$ cat src/rtl/arb_pkg.sv
// Shared types, constants and the round-robin pick function for the
// four-requester arbiter.
package arb_pkg;

  typedef enum logic {
    IDLE  = 1'b0,
    GRANT = 1'b1
  } arb_state_t;

  localparam int ARB_N = 4;

  // First set bit of mask, scanning ptr, ptr+1, ptr+2, ptr+3 with mod-4 wrap.
  function automatic logic [1:0] pick(input logic [1:0] ptr, input logic [ARB_N-1:0] mask);
    logic [1:0] idx;
    logic       found;
    pick  = ptr;
    found = 1'b0;
    for (int k = 0; k < ARB_N; k++) begin
      idx = ptr + k[1:0];
      if (!found && mask[idx]) begin
        pick  = idx;
        found = 1'b1;
      end else begin
        found = found;
      end
    end
  endfunction

endpackage

$ cat src/rtl/grant_dec.sv
// 2-to-4 decoder with enable: turns the registered (gnt_valid, gnt_id)
// pair into the one-hot grant vector.
module grant_dec
  import arb_pkg::*;
(
  input  logic             gnt_valid,
  input  logic [1:0]       gnt_id,
  output logic [ARB_N-1:0] gnt
);

  // Decode the grant index while the grant is valid, all zero otherwise.
  always_comb begin
    gnt = 4'b0000;
    if (gnt_valid) begin
      case (gnt_id)
        2'd0:    gnt = 4'b0001;
        2'd1:    gnt = 4'b0010;
        2'd2:    gnt = 4'b0100;
        2'd3:    gnt = 4'b1000;
        default: gnt = 4'b0000;
      endcase
    end else begin
      gnt = 4'b0000;
    end
  end

endmodule

$ cat src/rtl/arb4_rr.sv
// Four-requester round-robin arbiter driving a decoded grant vector.
// Define ARB_TIMEOUT_EN to force rotation after HOLD_MAX cycles of contention.
module arb4_rr
  import arb_pkg::*;
#(
  parameter int HOLD_MAX = 8
) (
  input  logic             clk,
  input  logic             rst,
  input  logic [ARB_N-1:0] req,
  output logic [ARB_N-1:0] gnt,
  output logic             gnt_valid,
  output logic [1:0]       gnt_id
);

  arb_state_t       state_r, state_nxt_s;
  logic [1:0]       ptr_r, ptr_nxt_s;
  logic [1:0]       gnt_id_r, id_nxt_s;
  logic [ARB_N-1:0] others_s;
  logic             timeout_s;

  if (HOLD_MAX < 2) begin : g_hold_max_check
    $error("arb4_rr: HOLD_MAX must be 2 or greater");
  end

  // Requests pending from anyone other than the current owner.
  assign others_s = req & ~(4'b0001 << gnt_id_r);

`ifdef ARB_TIMEOUT_EN
  localparam int            CW       = (HOLD_MAX > 2) ? $clog2(HOLD_MAX) : 1;
  localparam logic [CW-1:0] CNT_LAST = CW'(HOLD_MAX - 1);

  logic [CW-1:0] hold_cnt_r, cnt_nxt_s;

  assign timeout_s = (hold_cnt_r == CNT_LAST) && (others_s != 4'b0000);

  // Hold counter: cleared on every new grant, saturates while unopposed.
  always_comb begin
    cnt_nxt_s = hold_cnt_r;
    if (state_nxt_s != state_r || id_nxt_s != gnt_id_r) begin
      cnt_nxt_s = {CW{1'b0}};
    end else if (state_r == GRANT && hold_cnt_r != CNT_LAST) begin
      cnt_nxt_s = hold_cnt_r + CW'(1);
    end else begin
      cnt_nxt_s = hold_cnt_r;
    end
  end

  // Hold counter register.
  always_ff @(posedge clk or posedge rst) begin
    if (rst) begin
      hold_cnt_r <= {CW{1'b0}};
    end else begin
      hold_cnt_r <= cnt_nxt_s;
    end
  end
`else
  assign timeout_s = 1'b0;
`endif

  // State, pointer and grant-index registers.
  always_ff @(posedge clk or posedge rst) begin
    if (rst) begin
      state_r  <= IDLE;
      ptr_r    <= 2'd0;
      gnt_id_r <= 2'd0;
    end else begin
      state_r  <= state_nxt_s;
      ptr_r    <= ptr_nxt_s;
      gnt_id_r <= id_nxt_s;
    end
  end

  // Next-state logic: grant from IDLE, hold, or rotate on release/timeout.
  always_comb begin
    state_nxt_s = state_r;
    ptr_nxt_s   = ptr_r;
    id_nxt_s    = gnt_id_r;
    case (state_r)
      IDLE: begin
        if (req != 4'b0000) begin
          id_nxt_s    = pick(ptr_r, req);
          state_nxt_s = GRANT;
        end else begin
          state_nxt_s = IDLE;
        end
      end
      GRANT: begin
        if (!req[gnt_id_r] || timeout_s) begin
          // Owner goes to the back of the scan; masking it out keeps a
          // preempted owner from winning its own rotation.
          ptr_nxt_s = gnt_id_r + 2'd1;
          if (others_s != 4'b0000) begin
            id_nxt_s    = pick(gnt_id_r + 2'd1, others_s);
            state_nxt_s = GRANT;
          end else begin
            state_nxt_s = IDLE;
          end
        end else begin
          state_nxt_s = GRANT;
        end
      end
      default: begin
        state_nxt_s = IDLE;
      end
    endcase
  end

  // Outputs come straight from registers so the decoded grant is glitch-free.
  always_comb begin
    gnt_valid = (state_r == GRANT);
    gnt_id    = gnt_id_r;
  end

  grant_dec u_grant_dec (
    .gnt_valid (gnt_valid),
    .gnt_id    (gnt_id),
    .gnt       (gnt)
  );

endmodule

$ cat config.mk
export PLATFORM = sky130hd
export DESIGN_NAME = arb4_rr
export DESIGN_NICKNAME = d
export VERILOG_FILES = /design/src/rtl/arb_pkg.sv /design/src/rtl/grant_dec.sv /design/src/rtl/arb4_rr.sv
export SDC_FILE = /design/constraint.sdc
export NUM_CORES = 1
export LEC_CHECK = 0
export CORE_MARGIN = 2
export CORE_UTILIZATION = 43
export DETAILED_ROUTE_END_ITERATION = 8
export GPL_ROUTABILITY_DRIVEN = 0
export PLACE_DENSITY = 0.72
export SYNTH_ARGS = -nofsm -noshare
export SYNTH_HDL_FRONTEND = slang
export SYNTH_SLANG_ARGS = --single-unit
$ cat constraint.sdc
create_clock -name clk -period 1.94 [get_ports clk]
set_clock_uncertainty 0.15 [all_clocks]
set_input_delay 0.388 -clock clk [delete_from_list [all_inputs] [get_ports clk]]
set_output_delay 0.388 -clock clk [all_outputs]
set_load 0.005 [all_outputs]
==> results_dict.tcl, run 1 <==
# yosys + openroad results
set metrics [dict create \
    critPathKind "reg -> out" \
    fin_cells 122 \
    largestPowerGroup "combinational cells" \
    largestClassByArea "multi-input combinational cells" \
    globalRouteTotalUtil 0.2103 \
    multiplexer_share_of_the_synthesized_area 0.07219 \
    finalCriticalPeriod_ns 1.913 \
    detailroute.via_count 691 \
    area_share_of_and_or_nand_nor_cells_after_synthesis 0.2739 \
    power.sequential.total_w 0.000226 \
    routed_via_density 5.664 \
    startpoint_of_the_lowest_slack_register_to_register_path "gnt_id[0]$_DFFE_PP0P_" \
    area_growth_syn_to_layout_pct 56.69 \
    flop_share_of_the_area 0.1382 \
    chipWidth_um 41.02 \
    gr-usage-met3 0.03261 \
    post-cts-setup-buffer-count 1 \
    status "finished, final reports clean" \
    maxUsedRoutingLayer "met4" \
    yosys.area_share.aoi 0.2293 \
    dpl.cell_count 114 \
    top_logic_kind "simple AND/OR/NAND/NOR gates" \
    dp_slack_ns -0.3088 \
    insertedDiodeCount 0 \
    cts-root-buf "clkbuf_4" \
    power_frac_comb 0.755 \
    met3WireLength_um 109 \
    max_cap_viol_count 0 \
    detailed_placer_s_ending_hpwl_mm 1.221 \
    total_switching_power_w 0.0006076 \
    power_leakage_nw 0.4436 \
    grt_remaining_overflow 0 \
    drt-met1-wl_um 716 \
    cts_htree_levels 1 \
    async_reset_ff_frac 1.000 \
    use_met1 0.2525 \
    cts-root-to-sink-buffers 2 \
    antenna_found_initial 0 \
    clock_buffers 4 \
    number_of_buffers_created_by_cts 3 \
    fillerInstances 94 \
    grt-busiest-layer "met2" \
    synth-area-yosys_um2 589.3 \
    cp_num_buf_inv 2 \
    synthDistinctLibCells 25 \
    met2WireLength_um 888 \
    die_y_um 41.02 \
    topCellsByArea "dfrtp_1 21%, ha_1 15%, nor2b_1 6.4%" \
    swShare 0.4272 \
    ff_type "dfrtp_1" \
    stage_log_warnings 34 \
    final_core_utilization 0.7186 \
    max_slew_margin 0.7370 \
    comb-cell-share 0.5054 \
    clock_insertion_delay_worst_skew_ns 0.24 \
    drv_slew 0 \
    n_all_inverters 6 \
    final_min_period_over_clock_period 0.9860 \
    avgSynthCellArea_um2 7.858 \
    critPathLaunchType "register" \
    hold_violations 0 \
    critical-path-slowest-cell "dfrtp_2" \
    area_after_dpl_um2 818.3 \
    core_region_area_um2 1285 \
    layout.nets 121 \
    critPathArrivalTime_ns 1.37 \
    crit_required_ns 1.40 \
    netlist_top_cells_count "7 x a21oi_1, 7 x ha_1, 7 x o21ai_0" \
    clkSlewWorstSetupHoldPaths_ns 0.05 \
    final.setup.worst_slack_ns 0.02708 \
    setup_repair_after_global_routing_missed_its_margin "yes" \
    holdCritPathClass "in -> async" \
    synth_sequential_area_ratio 0.2123 \
    core_util_floorplan 0.4586 \
    pwr.group.clock_w 0.000122 \
    xor_xnor_area_frac 0 \
    floorplan.die_area_um2 1683 \
    adder_cell_area_share_of_the_yosys_netlist 0.1486 \
    ant_nets 0 \
    fin_total_pwr_w 0.001422 \
    worst_path_dominant_cell_family "flip-flops" \
    area_share_nonclk_buffers 0.2832 \
    first_pass_grt_wire_length_mm 2.359 \
    ys_seq_elements 5 \
    first_drt_iteration_drcs 19 \
    vdd_drop_max_mv 0.9490 \
    area_share_clock_buf_inv 0.02846 \
    postSynthNetCount 88 \
    synthesis.area_um2 589.3 \
    p_per_area_nw_per_um2 1540 \
    final-setup-viol-count 0 \
    seq_cells 5 \
    ys_cells 75 \
    totalNegativeSetupSlack_ns 0 \
    final-comb-area_um2 466.7 \
    critPathMaxStageDelay_ns 0.44 \
    grt_start_max_net_pins 14 \
    post-route-drc-count 0 \
    finalInstanceArea_um2 923.4 \
    p_comb_w 0.00107 \
    cts-hold-fix-buffers 0 \
    cts_num_sinks 5 \
    enable_flop_cells 0 \
    yosys_warnings 0 \
    cell_internal_pwr_w 0.0008146 \
    hold_slack_ns 0.1984 \
    setup.worst_path.end_class "output pin" \
    max_slew.worst_pin.slew_ns 0.3915 \
    seq_power_share 0.159 \
    row_count 13 \
    worstRegToRegCells 7 \
    synthesis.instances 75 \
    timing.critical_path.fanout_max 3 \
    number_of_global_route_vias_before_repair 589 \
    largest_type_area_fraction 0.2123 \
    timing.critical_path.to "gnt[1]" \
    cts_tree "done" \
    global_route.usage.met2 0.3867 \
    final-seq-area_um2 127.6 \
    maxClockFrequency_ghz 0.5228 \
    place.port_buffers 12 \
    worst-path-stages 4 \
    power_frac_clock 0.086 \
    startpoint "gnt_id[0]$_DFFE_PP0P_" \
    boundaryPins 13 \
    detailedRoute.firstPassIterationCount 4 \
    tap_cells 15 \
    critical_path.cell_chain "buf_6, ha_2, and2_1, dlygate4sd2_1" \
    layout.non_clock_buffers 30 \
    final_layout_size_suffix_gt1_frac 0.3178 \
    post_cts_resized 11 \
    r2r_slack_ns 0.03 \
]
run 1: placed cells by master, fill, tap and decap left out, types with 2 or more instances in the layout:
| cell | n |
|---|---|
| nor3_1 | 2 |
| dlymetal6s2s_1 | 2 |
| dfrtp_2 | 2 |
| dlygate4sd2_1 | 5 |
| ha_1 | 6 |
| inv_1 | 4 |
| nand2_1 | 4 |
| nor2_1 | 5 |
| o21ai_0 | 6 |
| and2_1 | 4 |
| nor2b_1 | 6 |
| inv_2 | 2 |
| buf_6 | 2 |
| mux2i_1 | 2 |
| clkbuf_4 | 3 |
| buf_4 | 16 |
| clkdlybuf4s50_1 | 4 |
| a21oi_1 | 7 |
| nand2b_1 | 4 |
| dfrtp_1 | 3 |
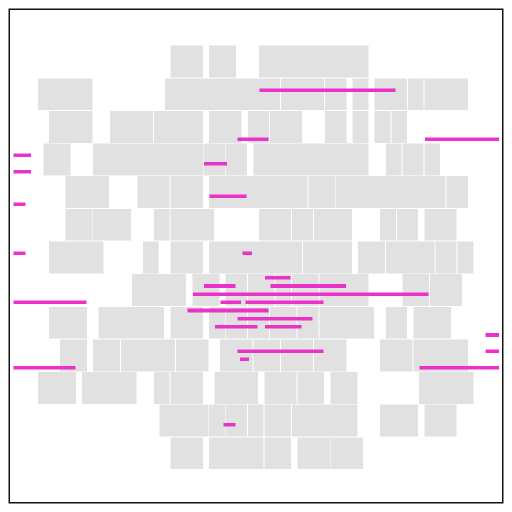
Fig. 1. Met3 routing (run 1).
Scale: 12 px per um. Cells faint in the background.
wire length on this layer: 109 um
main direction: horizontal
share of all routed wire: 6.3%
longest straight run: 19.3 um

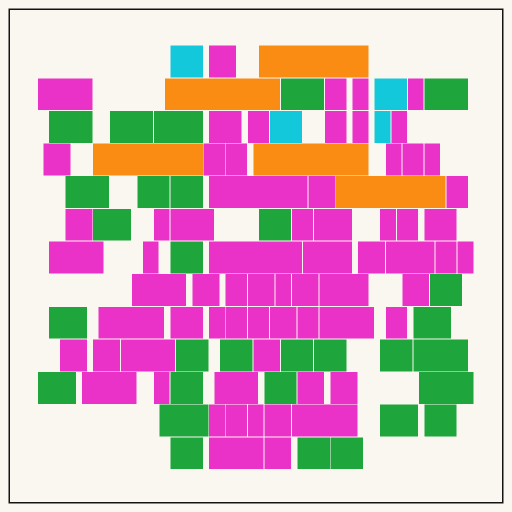
Fig. 2. Cells colored by class (run 1).
Scale: 12 px per um.
[green] remaining buffers and delay cells | cells: 30 | share of their area: 29%
[magenta] remaining logic cells | cells: 68 | share of their area: 54%
[orange] registers | cells: 5 | share of their area: 14%
[cyan] clock drivers and dummy loads | cells: 4 | share of their area: 2.9%

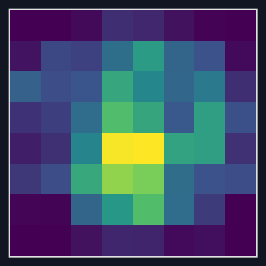
Fig. 3. Routed metal per tile (run 1).
Scale: 6 px per um. The die is cut into 8 by 8 equal tiles; dark purple is low, yellow is high, scaled to the fullest tile. Values are wire area over tile area, all layers added.
nearly empty tiles: 16%
mean over tiles: 0.17
fullest tile: 0.60
tiles over half the peak: 22%
WL/cell: 14.30 um
total wirelength of the detailed-routed design: 1.745 mm

==> inputs of run 2 (changes only) <==
Settings changed: CAP_MARGIN set to 0.
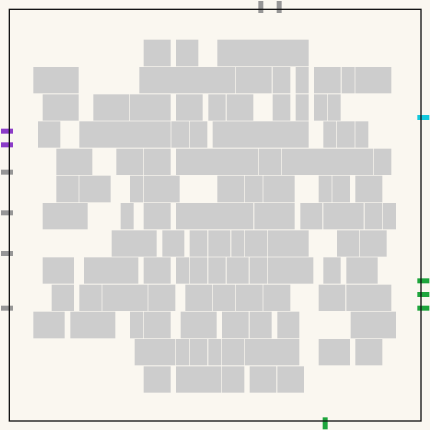
Fig. 4. Ports around the boundary (run 2).
Scale: 10 px per um. Pins as bars across the die edge, other pins in gray.
[purple] `gnt_id` | pins: 2 | direction: output | edge: west
[green] `req` | pins: 4 | direction: input | edge: 3 east, 1 south
[cyan] `rst` | pins: 1 | direction: input | edge: east
all pins by edge: 6 west, 4 east, 2 north, 1 south

==> results_dict.tcl, run 2 <==
# yosys + openroad results
set metrics [dict create \
    final_min_period_over_clock_period 0.9860 \
    detailed_placer_s_ending_hpwl_mm 1.221 \
    postSynthNetCount 88 \
    setup_repair_after_global_routing_missed_its_margin "yes" \
    avgSynthCellArea_um2 7.858 \
    core_region_area_um2 1285 \
    synth_sequential_area_ratio 0.2123 \
    insertedDiodeCount 0 \
    cp_num_buf_inv 2 \
    area_share_of_and_or_nand_nor_cells_after_synthesis 0.2739 \
    clock_insertion_delay_worst_skew_ns 0.24 \
    cts-hold-fix-buffers 0 \
    netlist_top_cells_count "7 x a21oi_1, 7 x ha_1, 7 x o21ai_0" \
    fin_total_pwr_w 0.001422 \
    floorplan.die_area_um2 1683 \
    area_after_dpl_um2 818.3 \
    largestClassByArea "multi-input combinational cells" \
    core_util_floorplan 0.4586 \
    enable_flop_cells 0 \
    fillerInstances 94 \
    grt_remaining_overflow 0 \
    dpl.cell_count 114 \
    ant_nets 0 \
    area_share_nonclk_buffers 0.2832 \
    area_growth_syn_to_layout_pct 56.69 \
    boundaryPins 13 \
    antenna_found_initial 0 \
    routed_via_density 5.664 \
    top_logic_kind "simple AND/OR/NAND/NOR gates" \
    finalCriticalPeriod_ns 1.913 \
    synthesis.area_um2 589.3 \
    drv_slew 0 \
    grt_start_max_net_pins 14 \
    holdCritPathClass "in -> async" \
    number_of_global_route_vias_before_repair 589 \
    drt-total-wl_mm 1.745 \
    cts_num_sinks 5 \
    timing.critical_path.to "gnt[1]" \
    cts_tree "done" \
    stage_log_warnings 34 \
    cts-root-buf "clkbuf_4" \
    most_instantiated_logic_cells_after_routing "16 x buf_4, 7 x a21oi_1, 6 x o21ai_0, 6 x nor2b_1, 6 x ha_1" \
    crit_required_ns 1.40 \
    detailroute.via_count 691 \
    ff_type "dfrtp_1" \
    worstRegToRegCells 7 \
    finalInstanceArea_um2 923.4 \
    area_share_clock_buf_inv 0.02846 \
    final-comb-area_um2 466.7 \
    final-seq-area_um2 127.6 \
    final_common_cell "buf_4" \
    post-route-drc-count 0 \
    maxClockFrequency_ghz 0.5228 \
    layout.nets 121 \
    comb-cell-share 0.5054 \
    xor_xnor_area_frac 0 \
    ys_seq_elements 5 \
    critical-path-slowest-cell "dfrtp_2" \
    n_all_inverters 6 \
    final.setup.worst_slack_ns 0.02708 \
    synthDistinctLibCells 25 \
    multiplexer_share_of_the_synthesized_area 0.07219 \
    final-setup-viol-count 0 \
    cts_htree_levels 1 \
    worst_path_dominant_cell_family "flip-flops" \
    critPathMaxStageDelay_ns 0.44 \
    critPathLaunchType "register" \
    chipWidth_um 41.02 \
    critical_path.cell_chain "buf_6, ha_2, and2_1, dlygate4sd2_1" \
    totalNegativeSetupSlack_ns 0 \
    globalRouteTotalUtil 0.2103 \
    dp_slack_ns -0.3088 \
    worst-path-stages 4 \
    hold_violations 0 \
    tap_cells 15 \
    max_cap_viol_count 0 \
    vdd_drop_max_mv 0.9490 \
    seq_cells 5 \
    clkSlewWorstSetupHoldPaths_ns 0.05 \
    max_slew_margin 0.7370 \
    hold_slack_ns 0.1984 \
    largest_type_area_fraction 0.2123 \
    startpoint "gnt_id[0]$_DFFE_PP0P_" \
    max_slew.worst_pin.slew_ns 0.3915 \
    yosys_warnings 0 \
    cts-root-to-sink-buffers 2 \
    final_core_utilization 0.7186 \
    synth-area-yosys_um2 589.3 \
    place.port_buffers 12 \
    detailedRoute.firstPassIterationCount 4 \
    post_drt_wl_per_cell_um 14.30 \
    row_count 13 \
    die_y_um 41.02 \
    ys_cells 75 \
    topCellsByArea "dfrtp_1 21%, ha_1 15%, nor2b_1 6.4%" \
    final_layout_size_suffix_gt1_frac 0.3178 \
    clock_buffers 4 \
    fin_cells 122 \
    status "finished, final reports clean" \
    setup.worst_path.end_class "output pin" \
    flop_share_of_the_area 0.1382 \
    yosys.area_share.aoi 0.2293 \
    critPathKind "reg -> out" \
    r2r_slack_ns 0.03 \
    critPathArrivalTime_ns 1.37 \
    first_pass_grt_wire_length_mm 2.359 \
    first_drt_iteration_drcs 19 \
    power_leakage_nw 0.4436 \
    async_reset_ff_frac 1.000 \
    layout.non_clock_buffers 30 \
    startpoint_of_the_lowest_slack_register_to_register_path "gnt_id[0]$_DFFE_PP0P_" \
    synthesis.instances 75 \
    number_of_buffers_created_by_cts 3 \
]
## run 2: cell counts in the layout (fill, tap and decap cells not counted)
Identical to the previous run, type by type.
## run 2: layer usage
| layer | vias to the layer above | wire length [um] | part of all wire | track usage |
|---|---|---|---|---|
| li1 | 330 | - | - | - |
| met5 | - | 0 | 0 | 0 |
| met4 | 0 | 30 | 0.017 | 0.04167 |
| met3 | 5 | 109 | 0.062 | 0.03261 |
| met2 | 41 | 888 | 0.51 | 0.3867 |
| met1 | 315 | 716 | 0.41 | 0.2525 |
## run 2: what timing repair did
action                     CTS  global route
pin swaps                    0             3
gates resized               11            13
setup endpoints to repair    6             7
buffers inserted             1             3
## run 2: report_power, final
part           internal (W)  switching [W]
combinational      0.000578       0.000496
sequential         0.000159      0.0000676
clock             0.0000778      0.0000440
==> inputs of run 3 (changes only) <==
Settings changed: PLACE_DENSITY 0.72 to 0.77.
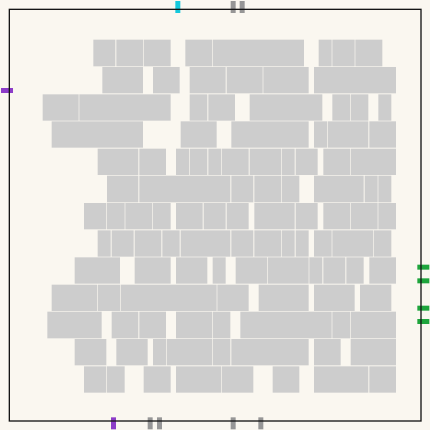
Fig. 5. Ports around the boundary (run 3).
Scale: 10 px per um. Pins as bars across the die edge, other pins in gray.
[purple] `gnt_id` | pins: 2 | direction: output | edge: 1 south, 1 west
[cyan] `rst` | pins: 1 | direction: input | edge: north
[green] `req` | pins: 4 | direction: input | edge: east
all pins by edge: 5 south, 4 east, 3 north, 1 west

==> results_dict.tcl, run 3 <==
# yosys + openroad results
set metrics [dict create \
    status "finished with violations" \
    worst_path_dominant_cell_family "multiplexers" \
    postSynthNetCount 88 \
    cp_num_buf_inv 2 \
    ys_cells 75 \
    largest_type_area_fraction 0.2123 \
    cts_htree_levels 1 \
    largestPowerGroup "combinational cells" \
    place.port_buffers 12 \
    clkSlewWorstSetupHoldPaths_ns 0.06 \
    critical_path.cell_chain "buf_6, buf_6, mux4_2, o21a_1, nor2_2, mux2i_1" \
    maxClockFrequency_ghz 0.5093 \
    violated_checks "negative setup slack" \
    drt-met1-wl_um 927 \
    drt-total-wl_mm 2.510 \
    swShare 0.4586 \
    synthesis.area_um2 589.3 \
    total_switching_power_w 0.0007901 \
    post-route-drc-count 0 \
    final_layout_size_suffix_gt1_frac 0.4554 \
    synthDistinctLibCells 25 \
    area_share_of_and_or_nand_nor_cells_after_synthesis 0.2739 \
    boundaryPins 13 \
    post_drt_wl_per_cell_um 19.76 \
    globalRouteTotalUtil 0.3100 \
    max_cap_viol_count 0 \
    first_drt_iteration_drcs 53 \
    detailedRoute.firstPassIterationCount 4 \
    totalNegativeSetupSlack_ns -0.02358 \
    row_count 13 \
    ant_nets 0 \
    multiplexer_share_of_the_synthesized_area 0.07219 \
    post-cts-setup-buffer-count 7 \
    final-setup-viol-count 1 \
    layout.nets 126 \
    cts_tree "done" \
    crit_required_ns 1.96 \
    critPathArrivalTime_ns 1.99 \
    stage_log_warnings 34 \
    pwr.group.clock_w 0.000139 \
    power_frac_comb 0.786 \
    critical-path-slowest-cell "mux4_2" \
    netlist_top_cells_count "7 x a21oi_1, 7 x ha_1, 7 x o21ai_0" \
    holdCritPathClass "in -> async" \
    core_util_floorplan 0.4586 \
    clock_insertion_delay_worst_skew_ns 0.27 \
    vdd_drop_max_mv 0.9043 \
    final_min_period_over_clock_period 1.012 \
    number_of_global_route_vias_before_repair 691 \
    topCellsByArea "dfrtp_1 21%, ha_1 15%, nor2b_1 6.4%" \
    routed_via_density 6.244 \
    xor_xnor_area_frac 0 \
    timing.critical_path.to "gnt_id[1]$_DFFE_PP0P_" \
    startpoint "gnt_id[0]$_DFFE_PP0P_" \
    grt_remaining_overflow 0 \
    enable_flop_cells 0 \
    final.setup.worst_slack_ns -0.02358 \
    floorplan.die_area_um2 1683 \
    cts-root-to-sink-buffers 2 \
    power.sequential.total_w 0.000230 \
    p_comb_w 0.00135 \
    ys_seq_elements 5 \
    met2WireLength_mm 1.244 \
    worstRegToRegCells 6 \
    final_common_cell "buf_4" \
    p_per_area_nw_per_um2 1659 \
    insertedDiodeCount 0 \
    max_slew_margin 0.7491 \
    core_region_area_um2 1285 \
    global_route.usage.met2 0.5508 \
    antenna_found_initial 0 \
    cts_num_sinks 5 \
    number_of_buffers_created_by_cts 3 \
    detailroute.via_count 793 \
    chipWidth_um 41.02 \
    area_growth_syn_to_layout_pct 76.22 \
    final-seq-area_um2 126.4 \
]
==> run 3: metrics by stage <==
| stage | setup slack [ns] | cells | cell area (um2) | power (W) | util |
|---|---|---|---|---|---|
| floorplan | 0.06011 | 75 | 589.3 | 0.0007150 | - |
| global placement | -0.2830 | 116 | 845.8 | 0.001161 | 0.6582 |
| detailed placement | -0.3331 | 116 | 845.8 | 0.001196 | 0.6582 |
| CTS | -0.06627 | 126 | 968.4 | 0.001514 | 0.7537 |
| global route | -0.08987 | 127 | 1039 | 0.001808 | 0.8082 |
| finish | -0.02358 | 127 | 1039 | 0.001723 | 0.8082 |
==> run 3: final cells by class <==
cell class | instances | share of cell area
timing repair buffer | 35 | 0.3012
inverter | 6 | 0.02169
clock buffer | 4 | 0.02530
sequential | 5 | 0.1217
multi-input combinational | 62 | 0.5120
tap | 15 | 0.01807
No activity file was given, so power comes from the tool's default toggle rates.
